<file path="src/rtl/scoreboard_pkg.sv">
// Shared sizes and default latencies for the amber register scoreboard.
package scoreboard_pkg;

   // Highest bit of the GP/SR target index fields in the instruction word
   localparam int HBIT_TGT_GP = 3;
   localparam int HBIT_TGT_SR = 3;

   localparam int GP_REGS_DEF = 1 << (HBIT_TGT_GP + 1);
   localparam int SR_REGS_DEF = 1 << (HBIT_TGT_SR + 1);

   localparam int LAT_ALU = 1;
   localparam int LAT_MEM = 3;
   localparam int LAT_MAX = 7;

   function automatic int cnt_width(input int lat_max);
      return $clog2(lat_max + 1);
   endfunction

endpackage

</file>
<file path="src/rtl/sb_counter_bank.sv">
// Bank of N countdown counters with two hazard lookups, one max-merge set port
// and a per-register busy vector.
module sb_counter_bank #(
   parameter int N  = 16,
   parameter int CW = 3,
   localparam int IW = (N > 1) ? $clog2(N) : 1
) (
   input  logic          iw_clk,
   input  logic          iw_rst,
   input  logic          iw_rd_a_en,
   input  logic [IW-1:0] iw_rd_a_idx,
   input  logic          iw_rd_b_en,
   input  logic [IW-1:0] iw_rd_b_idx,
   output logic          ow_hit,
   input  logic          iw_set_en,
   input  logic [IW-1:0] iw_set_idx,
   input  logic [CW-1:0] iw_set_val,
   output logic [N-1:0]  or_busy
);

   logic [CW-1:0] cnt [N];
   logic [CW-1:0] nxt [N];
   logic          hit_a;
   logic          hit_b;

   always_comb begin
      hit_a = 1'b0;
      hit_b = 1'b0;
      if (iw_rd_a_en && (32'(iw_rd_a_idx) < N))
         hit_a = (cnt[iw_rd_a_idx] != '0);
      if (iw_rd_b_en && (32'(iw_rd_b_idx) < N))
         hit_b = (cnt[iw_rd_b_idx] != '0);
   end

   assign ow_hit = hit_a | hit_b;

   // A new write never shortens an older, longer pending result (WAW)
   always_comb begin
      for (int r = 0; r < N; r++) begin
         nxt[r] = (cnt[r] != '0) ? cnt[r] - 1'b1 : '0;
         if (iw_set_en && (iw_set_idx == IW'(r)) && (iw_set_val > nxt[r]))
            nxt[r] = iw_set_val;
      end
   end

   always_ff @(posedge iw_clk or posedge iw_rst) begin
      if (iw_rst) begin
         for (int r = 0; r < N; r++)
            cnt[r] <= '0;
      end else begin
         for (int r = 0; r < N; r++)
            cnt[r] <= nxt[r];
      end
   end

   always_comb begin
      for (int r = 0; r < N; r++)
         or_busy[r] = (cnt[r] != '0);
   end

endmodule

</file>
<file path="src/rtl/scoreboard.sv">
// Register scoreboard: stalls ID/EX while a read operand is still in flight.
// Optional SR counter bank built when SCOREBOARD_SR_EN is defined.
module scoreboard
   import scoreboard_pkg::*;
#(
   parameter int GP_REGS = GP_REGS_DEF,
   parameter int SR_REGS = SR_REGS_DEF,
   parameter int ALU_LAT = LAT_ALU,
   parameter int MEM_LAT = LAT_MEM,
   parameter int LAT_MX  = LAT_MAX,
   localparam int GPW = $clog2(GP_REGS),
   localparam int SRW = $clog2(SR_REGS)
) (
   input  logic               iw_clk,
   input  logic               iw_rst,
   input  logic               iw_valid,
   input  logic               iw_has_src_gp,
   input  logic [GPW-1:0]     iw_src_gp,
   input  logic               iw_tgt_gp_rd,
   input  logic [GPW-1:0]     iw_tgt_gp,
   input  logic               iw_tgt_gp_we,
   input  logic               iw_has_src_sr,
   input  logic [SRW-1:0]     iw_src_sr,
   input  logic               iw_tgt_sr_rd,
   input  logic [SRW-1:0]     iw_tgt_sr,
   input  logic               iw_tgt_sr_we,
   input  logic               iw_is_load,
   input  logic               iw_flush,
   input  logic               iw_ext_stall,
   output logic               ow_stall,
   output logic               ow_issue,
   output logic [GP_REGS-1:0] or_busy_gp,
   output logic [SR_REGS-1:0] or_busy_sr
);

   localparam int CW = cnt_width(LAT_MX);
   localparam logic [CW-1:0] ALU_SET = CW'(ALU_LAT - 1);
   localparam logic [CW-1:0] MEM_SET = CW'(MEM_LAT - 1);

   if (!((ALU_LAT >= 1) && (ALU_LAT <= MEM_LAT) && (MEM_LAT <= LAT_MX)))
   begin : g_bad_lat
      $error("scoreboard: need 1 <= ALU_LAT <= MEM_LAT <= LAT_MAX");
   end

   logic          gp_hit;
   logic          sr_hit;
   logic          hazard;
   logic [CW-1:0] set_val;

   assign hazard  = gp_hit | sr_hit;
   assign set_val = iw_is_load ? MEM_SET : ALU_SET;

   // Flush and external stall block recording but never the countdown
   assign ow_stall = iw_valid & hazard;
   assign ow_issue = iw_valid & ~hazard & ~iw_flush & ~iw_ext_stall;

   sb_counter_bank #(
      .N  (GP_REGS),
      .CW (CW)
   ) u_gp_bank (
      .iw_clk      (iw_clk),
      .iw_rst      (iw_rst),
      .iw_rd_a_en  (iw_has_src_gp),
      .iw_rd_a_idx (iw_src_gp),
      .iw_rd_b_en  (iw_tgt_gp_rd),
      .iw_rd_b_idx (iw_tgt_gp),
      .ow_hit      (gp_hit),
      .iw_set_en   (ow_issue & iw_tgt_gp_we),
      .iw_set_idx  (iw_tgt_gp),
      .iw_set_val  (set_val),
      .or_busy     (or_busy_gp)
   );

`ifdef SCOREBOARD_SR_EN
   sb_counter_bank #(
      .N  (SR_REGS),
      .CW (CW)
   ) u_sr_bank (
      .iw_clk      (iw_clk),
      .iw_rst      (iw_rst),
      .iw_rd_a_en  (iw_has_src_sr),
      .iw_rd_a_idx (iw_src_sr),
      .iw_rd_b_en  (iw_tgt_sr_rd),
      .iw_rd_b_idx (iw_tgt_sr),
      .ow_hit      (sr_hit),
      .iw_set_en   (ow_issue & iw_tgt_sr_we),
      .iw_set_idx  (iw_tgt_sr),
      .iw_set_val  (set_val),
      .or_busy     (or_busy_sr)
   );
`else
   // SR hazards are resolved downstream by forward
   logic sr_unused;

   assign sr_unused  = ^{iw_has_src_sr, iw_src_sr, iw_tgt_sr_rd,
                         iw_tgt_sr, iw_tgt_sr_we};
   assign sr_hit     = 1'b0;
   assign or_busy_sr = '0;
`endif

endmodule

</file>
<file path="config.mk">
export PLATFORM = sky130hd
export DESIGN_NAME = scoreboard
export DESIGN_NICKNAME = d
export VERILOG_FILES = /design/src/rtl/scoreboard_pkg.sv /design/src/rtl/sb_counter_bank.sv /design/src/rtl/scoreboard.sv
export SDC_FILE = /design/constraint.sdc
export NUM_CORES = 1
export LEC_CHECK = 0
export CORE_MARGIN = 2
export CORE_UTILIZATION = 50
export DETAILED_ROUTE_END_ITERATION = 10
export GPL_ROUTABILITY_DRIVEN = 0
export PLACE_DENSITY = 0.77
export SETUP_SLACK_MARGIN = 0.4
export SYNTH_ARGS = -nofsm -noshare
export SYNTH_HDL_FRONTEND = slang
export SYNTH_HIERARCHICAL = 1
export SYNTH_SLANG_ARGS = --single-unit
</file>
<file path="constraint.sdc">
create_clock -name iw_clk -period 3.2 [get_ports iw_clk]
set_input_delay 0.64 -clock iw_clk [delete_from_list [all_inputs] [get_ports iw_clk]]
set_output_delay 0.64 -clock iw_clk [all_outputs]
set_load 0.005 [all_outputs]
</file>
==> results.toml <==
# generated from flow reports
[synthesis]
synthCells = 481
aoi_share = 0.108
synth-simple-area-share = 0.176
edf_count = 0
yosysSeqAreaShare = 0.264

[clock_network]
htree_levels = 2
ctsHoldBuffers = 0
cts.sinks = 48

[finish]
clock_area_frac = 0.0162
buf_share = 0.155
top_regs = "u_gp_bank/cnt (48)"
n_antenna_cell = 0
inv_count = 87
largestClassByArea = "combinational gates"

[floorplanning]
die_x_um = 99.4
ios = 62
fp_util = 0.519
tap_cells = 108

[critical_path]
reg2reg_depth = 11
cpPeakStageDelay_ps = 440
critPathCapture = "u_gp_bank/cnt[45]"
critPathBufInv = 4
cp-start-kind = "primary input"

[route]
firstDrtPassIters = 4
met1_length_um = 5210
via_per_inst = 5.36

[placed_design]
place_area_um2 = 5700

[outcome]
violations = "negative setup slack"
status = "finished, violations left"

[sta]
fin_ws_ps = -165
finalSetupViolations = 44
slew_violations = 0

[power]
power_clock_uw = 431
switching_share = 0.332
powerComb_uw = 706

[global_route]
grt-ovfl-total = 0
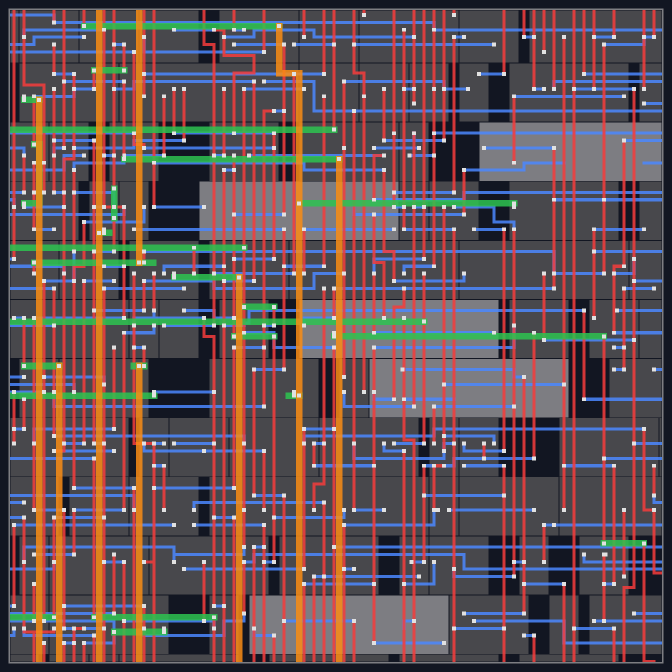
(zoomed window)
Region (35, 35) to (65, 65) um. Cells in gray, sequential cells in the stronger gray; small squares are vias.
color	layer
orange	M4
red	M2
green	M3
blue	M1
netlist names of flops here include	u_gp_bank/cnt (5)
most frequent	buf_4 (11), ha_1 (7), a21oi_1 (6)
sequential cells in the window	5
cells with their middle in the window	80

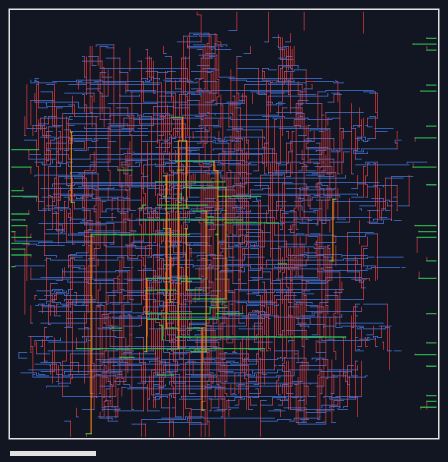
(metal layers overlaid)
Scale bar: 20 um.
color	layer	wire length
orange	M4	345 um
red	M2	5,970 um
green	M3	448 um
blue	M1	5,210 um
final wirelength: 12,000 um
Total GRT Usage: 0.250
routed via count: 3,903
Wirelength per Cell: 16.4 um

